<file path="config.mk">
export PLATFORM = sky130hd
export DESIGN_NAME = mem_port_arbiter
export DESIGN_NICKNAME = d
export VERILOG_FILES = /design/src/rtl/mem_port_arbiter.sv
export SDC_FILE = /design/constraint.sdc
export NUM_CORES = 1
export LEC_CHECK = 0
export ABC_AREA = 0
export CORE_MARGIN = 2
export CORE_UTILIZATION = 37
export DETAILED_ROUTE_END_ITERATION = 10
export GPL_ROUTABILITY_DRIVEN = 1
export PLACE_DENSITY = 0.74
export SKIP_LAST_GASP = 1
export SLEW_MARGIN = 10
export SYNTH_ARGS = -nofsm -noshare
export SYNTH_HDL_FRONTEND = slang
export SYNTH_SLANG_ARGS = --single-unit
</file>
<file path="constraint.sdc">
create_clock -name clk -period 2.4 [get_ports clk]
set_input_delay 0.48 -clock clk [delete_from_list [all_inputs] [get_ports clk]]
set_output_delay 0.48 -clock clk [all_outputs]
set_load 0.01 [all_outputs]
</file>
<file path="src/rtl/mem_port_arbiter.sv">
// mem_port_arbiter: shares one single-port memory between instruction fetch and
// load/store. Accesses are serialized and the fixed read latency is sequenced.
module mem_port_arbiter #(
  parameter int ADDR_W     = 16,
  parameter int DATA_W     = 16,
  parameter int MEM_LAT    = 2,
  parameter int MAX_STREAK = 3
) (
  input  logic              clk,
  input  logic              rst,
  input  logic              if_req,
  input  logic [ADDR_W-1:0] if_addr,
  output logic              if_gnt,
  output logic              if_valid,
  output logic [DATA_W-1:0] if_rdata,
  input  logic              d_req,
  input  logic              d_we,
  input  logic [ADDR_W-1:0] d_addr,
  input  logic [DATA_W-1:0] d_wdata,
  output logic              d_gnt,
  output logic              d_valid,
  output logic [DATA_W-1:0] d_rdata,
  output logic              mem_en,
  output logic              mem_we,
  output logic [ADDR_W-1:0] mem_addr,
  output logic [DATA_W-1:0] mem_wdata,
  input  logic [DATA_W-1:0] mem_rdata,
  output logic              busy
);

  typedef enum logic [1:0] {IDLE, ISSUE, WAIT, RESP} state_e;
  typedef enum logic {OWN_IF, OWN_D} owner_e;

  localparam logic [2:0] LAT_INIT   = 3'(MEM_LAT);
  localparam logic [2:0] STREAK_MAX = 3'(MAX_STREAK);

  state_e            state_q, state_d;
  owner_e            owner_q, owner_d;
  logic [2:0]        lat_cnt_q, lat_cnt_d;
  logic [2:0]        streak_q, streak_d;
  logic              mem_en_q, mem_en_d;
  logic              mem_we_q, mem_we_d;
  logic [ADDR_W-1:0] mem_addr_q, mem_addr_d;
  logic [DATA_W-1:0] mem_wdata_q, mem_wdata_d;
  logic [DATA_W-1:0] if_rdata_q, if_rdata_d;
  logic [DATA_W-1:0] d_rdata_q, d_rdata_d;

  logic contested;
  logic fetch_first;

  // Fetch only overrides data once data has won MAX_STREAK contested rounds.
  assign contested   = if_req && d_req;
  assign fetch_first = contested && (streak_q == STREAK_MAX);

  assign if_gnt = (state_q == IDLE) && !rst && if_req && (!d_req || fetch_first);
  assign d_gnt  = (state_q == IDLE) && !rst && d_req && !fetch_first;

  always_comb begin
    // NOTE: every variable gets a default first so no path can infer a latch.
    state_d     = state_q;
    owner_d     = owner_q;
    lat_cnt_d   = lat_cnt_q;
    streak_d    = streak_q;
    mem_en_d    = 1'b0;
    mem_we_d    = 1'b0;
    mem_addr_d  = '0;
    mem_wdata_d = '0;
    if_rdata_d  = if_rdata_q;
    d_rdata_d   = d_rdata_q;

    unique case (state_q)
      IDLE: begin
        if (if_gnt) begin
          owner_d    = OWN_IF;
          mem_en_d   = 1'b1;
          mem_addr_d = if_addr;
          streak_d   = '0;
          state_d    = ISSUE;
        end else if (d_gnt) begin
          owner_d     = OWN_D;
          mem_en_d    = 1'b1;
          mem_we_d    = d_we;
          mem_addr_d  = d_addr;
          mem_wdata_d = d_we ? d_wdata : '0;
          streak_d    = contested ? streak_q + 3'd1 : 3'd0;
          state_d     = ISSUE;
        end
      end
      ISSUE: begin
        if (mem_we_q) begin
          state_d = RESP;
        end else begin
          lat_cnt_d = LAT_INIT;
          state_d   = WAIT;
        end
      end
      WAIT: begin
        lat_cnt_d = lat_cnt_q - 3'd1;
        if (lat_cnt_q == 3'd1) begin
          if (owner_q == OWN_IF) if_rdata_d = mem_rdata;
          else                   d_rdata_d  = mem_rdata;
          state_d = RESP;
        end
      end
      RESP:    state_d = IDLE;
      default: state_d = IDLE;
    endcase
  end

  always_ff @(posedge clk or posedge rst) begin
    if (rst) begin
      state_q     <= IDLE;
      owner_q     <= OWN_IF;
      lat_cnt_q   <= '0;
      streak_q    <= '0;
      mem_en_q    <= 1'b0;
      mem_we_q    <= 1'b0;
      mem_addr_q  <= '0;
      mem_wdata_q <= '0;
      if_rdata_q  <= '0;
      d_rdata_q   <= '0;
    end else begin
      // NOTE: non-blocking assignments so every register samples pre-edge values.
      state_q     <= state_d;
      owner_q     <= owner_d;
      lat_cnt_q   <= lat_cnt_d;
      streak_q    <= streak_d;
      mem_en_q    <= mem_en_d;
      mem_we_q    <= mem_we_d;
      mem_addr_q  <= mem_addr_d;
      mem_wdata_q <= mem_wdata_d;
      if_rdata_q  <= if_rdata_d;
      d_rdata_q   <= d_rdata_d;
    end
  end

  assign mem_en    = mem_en_q;
  assign mem_we    = mem_we_q;
  assign mem_addr  = mem_addr_q;
  assign mem_wdata = mem_wdata_q;
  assign if_rdata  = if_rdata_q;
  assign d_rdata   = d_rdata_q;
  assign if_valid  = (state_q == RESP) && (owner_q == OWN_IF);
  assign d_valid   = (state_q == RESP) && (owner_q == OWN_D);
  assign busy      = (state_q != IDLE);

endmodule

</file>
Run 1, gate families picked out:
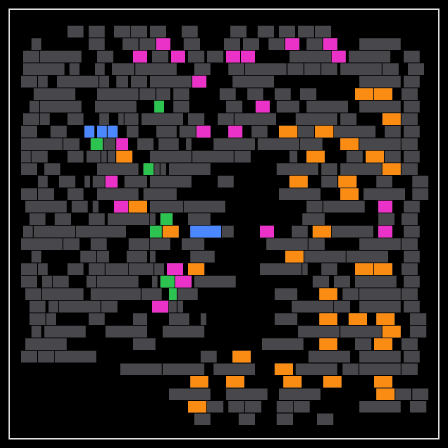
legend:
  NOR gates:
    color: blue
    cells: 4
  multiplexers:
    color: orange
    cells: 36
  AND-OR and OR-AND gates:
    color: magenta
    cells: 21
  inverting AOI/OAI gates:
    color: green
    cells: 7

Run 1, sequential cells colored by netlist name:
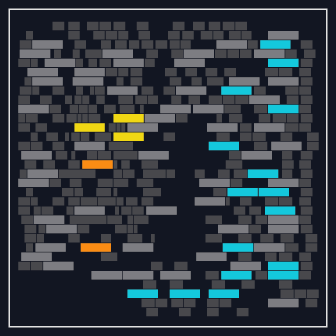
legend:
  d_rdata:
    color: cyan
    placed_flops: 16
  state_q:
    color: orange
    placed_flops: 2
  streak_q:
    color: yellow
    placed_flops: 3
not colored: 54

==> GITHUB_STEP_SUMMARY, run 1 <==
## Synthesis and layout report

| Metric | Value |
|---|---|
| Chip area | `0.00867 mm²` |
| List of cells traversed by the critical path | `inv_1 > ha_2 > nor2b_1 > and3_1 > dlygate4sd2_1` |
| GRT met2 Usage | `between 20% and 30%` |
| Iteration-0 DRC Markers | `60` |
| Required @ worst endpoint | `1.92 ns` |
| Worst path depth | `5` |
| Reg-to-Reg Start | `state_q[0]` |
| Worst hold slack | `0.499 ns` |
| Reg-to-reg slack, setup | `0.45 ns` |
| Count of mapped cells out of synthesis | `196` |
| Register bit total from synthesis | `around 75` |
| Via-per-instance ratio | `4.67` |
| Buffer depth of the longest clock path | `2` |
| Total count of max-transition violations in the final report | `0` |
| Placement Setup Slack | `roughly 0.036 ns` |
| Number of standard cells reported by yosys | `about 200` |
| Largest net degree at the start of global routing | `roughly 40` |
| Pin slew with the least headroom to its limit | `0.584 ns` |
| Mapped Avg Cell Area | `15.0 µm²` |
| Cell type of the slowest stage on the worst timing path | `sky130_fd_sc_hd__dfrtp_1` |
| Initial antenna violation count | `0` |
| X dimension of the die | `93.1 µm` |
| Worst path arrival time | `1.78 ns` |
| Clock Tree Root | `sky130_fd_sc_hd__clkbuf_8` |
| Clk slew on worst S/H paths | `0.07 ns` |
| Total detailed-routing wirelength | `6.83 mm` |
| R2R Path End | `d_rdata[3]` |
| Final setup fails | `0` |
| Remaining max-slew budget at the tightest pin | `60.9%` |
| Hold buffer count at CTS | `0` |
| Reg2Reg Depth | `4` |
| CP startpoint | `state_q[1]` |
| PnR Total Power | `approximately 4700 µW` |
| All-Layer GR Usage | `16.3%` |
| Outcome | `completed` |
| Met3 global-route usage | `5.24%` |
| Path type of the worst setup path | `reg2out` |
| IR Drop Worst-Case VDD | `0.000562 V` |
| Number of OpenROAD warnings | `31` |
| N_diodes | `0` |
| Routed wirelength normalized by instance count | `15.1 µm` |
| CP endpoint kind | `output port` |
| Count of TritonRoute iterations in the first routing pass | `4` |
| Pwr per Cell Area | `1010 mW/mm²` |
| Number of nets at floorplan | `274` |
| Post-layout minimum cycle time | `2.26 ns` |
| Gp weighted congestion | `0.721` |
| Antenna-violating nets left | `0` |
| Chip area from the yosys synthesis statistics | `0.00294 mm²` |
| H-tree levels | `3` |
| Part of the Yosys area used for sequential elements | `a little under two thirds` |
| Number of clock buffers inserted by TritonCTS | `9` |
| Port-buffer cells | `139` |
Run 1, a small window of the routed layout:
Region (0, 43) to (50, 93) µm. Cells in gray, sequential cells in the stronger gray; small squares are vias.
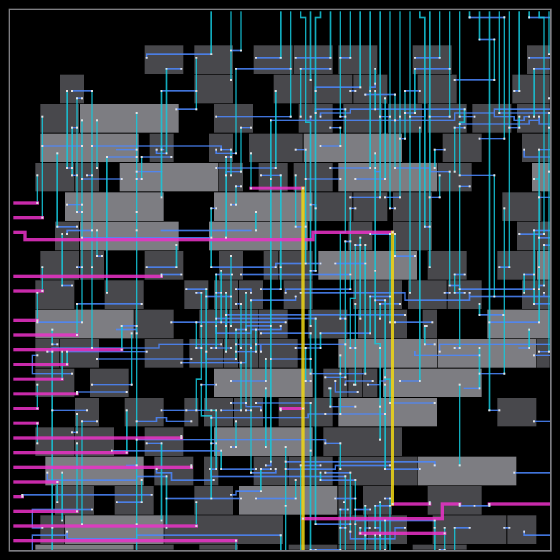
legend:
  met2:
    color: cyan
  met3:
    color: magenta
  met4:
    color: yellow
  met1:
    color: blue
most frequent: clkdlybuf4s50_1 (48), dfrtp_1 (22), and2_1 (10)
sequential cells in the window: 22
cells with their middle in the window: 128
netlist names of flops here include: mem_wdata (10), mem_addr (6), streak_q (3)

==> run 1: routing by layer <==
layer,vias up,routed length [µm],share of wire [%]
li1,984,-,-
met1,1022,2820,41
met2,96,3330,49
met3,9,581,8.5
met4,0,97,1.4
met5,-,0,0
==> run 1: registers in the layout (all words and copies together), names as in the netlist <==
signal     cells
mem_we         1
mem_wdata     16
lat_cnt_q      3
streak_q       3
d_rdata       16
if_rdata      16
owner_q        1
mem_en         1
mem_addr      16
state_q        2
==> run 1: cells by family after synthesis <==
logic type      after synthesis  share of synthesized area [%]
buf+inv                      16                           2.94
simple gates                 32                           7.71
flops                        75                           63.9
compound gates               28                           7.96
mux                          36                           13.7
fa+ha+maj                     9                           3.83
==> run 1: Yosys cell counts, types with 2 or more instances <==
cell                      count  area (µm²)
sky130_fd_sc_hd__a21bo_2      2        20.0
sky130_fd_sc_hd__mux2i_1      3        30.0
sky130_fd_sc_hd__nand3_1      2        10.0
sky130_fd_sc_hd__buf_2        3        15.0
sky130_fd_sc_hd__o22ai_1      2        12.5
sky130_fd_sc_hd__nor2b_1      2        12.5
sky130_fd_sc_hd__a22o_1      16         140
sky130_fd_sc_hd__ha_1         9         113
sky130_fd_sc_hd__dfrtp_1     75        1880
sky130_fd_sc_hd__inv_1        9        33.8
sky130_fd_sc_hd__and2_1      17         106
sky130_fd_sc_hd__and3_1       2        12.5
sky130_fd_sc_hd__buf_4        3        22.5
sky130_fd_sc_hd__nand2_1      2        7.51
sky130_fd_sc_hd__mux2_2      33         372
==> run 1: through the flow <==
| stage | area, µm² | util (%) |
|---|---|---|
| floorplan | 2940 | - |
| global placement | 4470 | 57.9 |
| detailed placement | 4470 | 57.9 |
| CTS | 4690 | 60.7 |
| global route | 4690 | 60.7 |
| finish | 4690 | 60.7 |
==> run 1: final cells by class <==
type                            instances  area (µm²)
Inverter                                9        33.8
Clock inverter                          4        73.8
Fill cell                             609        3030
Timing Repair Buffer                  145        1460
Multi-Input combinational cell        105         977
Tap cell                              102         128
Clock buffer                           12         145
Sequential cell                        75        1880
==> run 1: worst min-delay path by stage <==
stage	slack (ns)	start	depth (start not counted)	endpoint
finish	0.50	streak_q[0]	1	streak_q[0]
global route	0.52	d_rdata[5]	1	d_rdata[5]
CTS	0.50	streak_q[0]	1	streak_q[0]
detailed placement	0.49	streak_q[0]	1	streak_q[0]
global placement	0.47	streak_q[0]	1	streak_q[0]
floorplan	0.46	streak_q[0]	1	streak_q[0]
==> run 1: power by group <==
part | internal, µW | total (µW) | switching (µW)
sequential | 1660 | 1870 | 210
combinational | 1130 | 1810 | 683
clock | 615 | 1060 | 442
total | 3400 | 4740 | 1330
==> run 1: worst register-to-register path, cell delays in order, from the launching register on <==
cell and delay (ns):
sky130_fd_sc_hd__dfrtp_1 0.42, sky130_fd_sc_hd__inv_2 0.11, sky130_fd_sc_hd__ha_1 0.31, sky130_fd_sc_hd__nand4b_2 0.52, sky130_fd_sc_hd__mux2_2 0.48
Run 1, PDN straps and rails:
Pins as bars on the die edge.
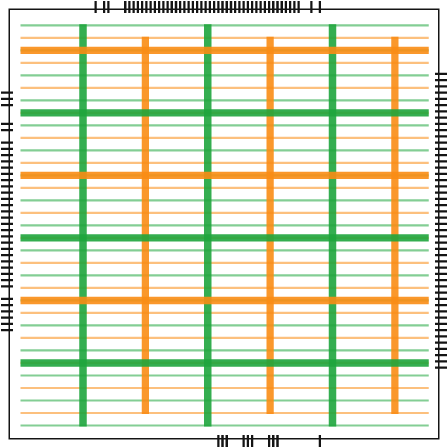

==> run 1 -> run 2 <==
--- a/config.mk
+++ b/config.mk
@@ -6,11 +6,10 @@
 export NUM_CORES = 1
 export LEC_CHECK = 0
 export ABC_AREA = 0
-export CORE_MARGIN = 2
 export CORE_UTILIZATION = 37
 export DETAILED_ROUTE_END_ITERATION = 10
 export GPL_ROUTABILITY_DRIVEN = 1
-export PLACE_DENSITY = 0.74
+export PLACE_DENSITY = 0.88
 export SKIP_LAST_GASP = 1
 export SLEW_MARGIN = 10
 export SYNTH_ARGS = -nofsm -noshare
Run 2, PDN straps and rails:
Pins as bars on the die edge.
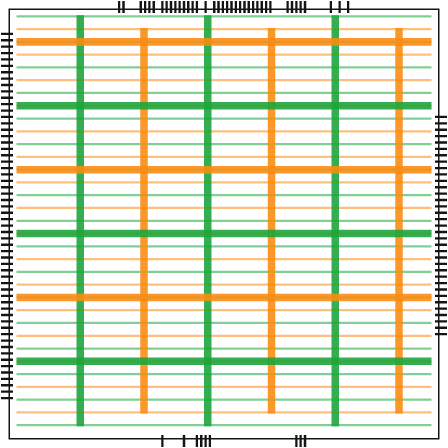
legend:
  VDD:
    color: orange
  VSS:
    color: green
met4 straps: 6
signal pins: 140
rows: 32
met5 straps: 6

Run 2, sequential cells colored by netlist name:
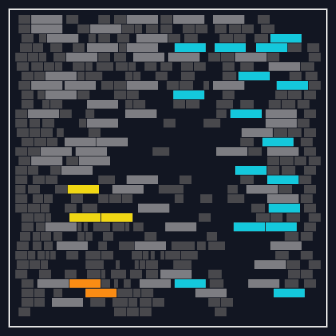
legend:
  state_q:
    color: orange
    placed_flops: 2
  streak_q:
    color: yellow
    placed_flops: 3
  d_rdata:
    color: cyan
    placed_flops: 16
not colored: 54

==> GITHUB_STEP_SUMMARY, run 2 <==
## Synthesis and layout report

| Metric | Value |
|---|---|
| Final setup fails | `0` |
| Placement Setup Slack | `0.0125 ns` |
| Simple Share, Synth | `7.71%` |
| Buffer depth of the longest clock path | `2` |
| Part of the Yosys area used for sequential elements | `63.9%` |
| Required @ worst endpoint | `1.92 ns` |
| H-tree levels | `3` |
| Routed wirelength normalized by instance count | `15.6 µm` |
| Pin slew with the least headroom to its limit | `0.588 ns` |
| Biggest area contributors in the synthesized netlist | `sky130_fd_sc_hd__dfrtp_1 (64%), sky130_fd_sc_hd__mux2_2 (13%), sky130_fd_sc_hd__a22o_1 (4.8%)` |
| PnR Total Power | `4580 µW` |
| Register bit total from synthesis | `75` |
| Leading post-synthesis cells by instance count | `sky130_fd_sc_hd__dfrtp_1 (75), sky130_fd_sc_hd__mux2_2 (33), sky130_fd_sc_hd__and2_1 (17)` |
| IR Drop Worst-Case VDD | `0.000388 V` |
| Reg-to-reg slack, setup | `0.40 ns` |
| Chip area | `0.00830 mm²` |
| Dominant cell type by area after synthesis | `sky130_fd_sc_hd__dfrtp_1` |
| Gp weighted congestion | `0.819` |
| Initial antenna violation count | `0` |
| Most common cell in the netlist | `sky130_fd_sc_hd__dfrtp_1` |
| Number of clock buffers inserted by TritonCTS | `9` |
| Worst path arrival time | `about 1.8 ns` |
| Worst hold slack | `~0.46 ns` |
| Iteration-0 DRC Markers | `25` |
| Outcome | `completed` |
| All-Layer GR Usage | `18.3%` |
| Top-level port count | `140` |
| Largest net degree at the start of global routing | `42` |
| Antenna-violating nets left | `0` |
| Vias | `2171` |
| Number of standard cells reported by yosys | `196` |
| Count of mapped cells out of synthesis | `196` |
| Yosys top cell area share | `63.9%` |
| Pwr per Cell Area | `between 900 and 1000 mW/mm²` |
| Mapped Avg Cell Area | `15.0 µm²` |
| Path type of the worst setup path | `reg2out` |
| Count of TritonRoute iterations in the first routing pass | `5` |
| Cell type of the slowest stage on the worst timing path | `sky130_fd_sc_hd__dfrtp_1` |
| Number of nets at floorplan | `274` |
| Crit-path leading delay family | `flip-flops` |
| Chip area from the yosys synthesis statistics | `0.00294 mm²` |
| N_diodes | `0` |
| Remaining max-slew budget at the tightest pin | `between 60% and 70%` |
| Clock Tree Root | `sky130_fd_sc_hd__clkbuf_8` |
| Number of OpenROAD warnings | `31` |
| Reg-to-Reg Start | `state_q[0]` |
| Reg2Reg Depth | `4` |
| Port-buffer cells | `139` |
| Clk slew on worst S/H paths | `around 0.090 ns` |
| Via-per-instance ratio | `roughly 4.8` |
| R2R Path End | `d_rdata[12]` |
| Synthesized-area fraction occupied by adder cells | `3.83%` |
| List of cells traversed by the critical path | `inv_1 > ha_2 > nor2b_1 > and3_1 > dlygate4sd2_1` |
| Total detailed-routing wirelength | `between 7 and 8 mm` |
| Post-synthesis xor/xnor area fraction | `0%` |
| X dimension of the die | `approximately 91 µm` |
| AO/OA Area Share | `7.96%` |
run 2: report_power, final:
part,switching (µW),internal [µW]
combinational,686,1130
clock,507,392
sequential,210,1660
run 2: through the flow:
step	cell area, µm²	util [%]
global route	4640	60.4
detailed placement	4460	58.1
CTS	4640	60.4
floorplan	2940	-
finish	4640	60.4
global placement	4460	58.1
run 2: layout make-up:
type	instances	area, µm²	share of cell area (%)
flip-flops and latches	75	1880	40.4
repair buffers	145	1450	31.2
multi-input cells	105	977	21.0
well taps	102	128	2.75
clock buffers	9	124	2.67
clock inverters	7	56.3	1.21
inverters	9	35.0	0.755
run 2: kinds of logic (layout without fill, tap and decap cells):
family,count (synthesis),after routing
buffers and inverters,16,170
muxes,36,36
DFF,75,75
AOI/OAI and AO/OA,28,28
adders and majority gates,9,9
and+or+nand+nor,32,32
run 2: how the worst max path moves through the flow:
stage                     from  slack, ns  depth (start not counted)    endpoint
global route        state_q[1]       0.03                          5       d_gnt
global placement           rst       0.07                          4      if_gnt
finish              state_q[1]       0.11                          5       d_gnt
CTS                 state_q[1]       0.14                          5       d_gnt
detailed placement      if_req       0.01                          4      if_gnt
floorplan                  rst       0.01                          1  d_rdata[0]
run 2: metal layers:
layer / vias up / wire length (µm) / global-route usage, %
li1: 987 / - / -
met1: 1040 / 2870 / 21.5
met4: 0 / 168 / 8.07
met3: 19 / 602 / 6.03
met5: - / 0 / 0
met2: 125 / 3410 / 30.7
run 2: repair_timing:
item                                    4_1_cts  5_1_grt
endpoints found under the setup margin        2        0
hold buffers                                  0        0
resized                                       4        0
No activity file was given, so power comes from the tool's default toggle rates.
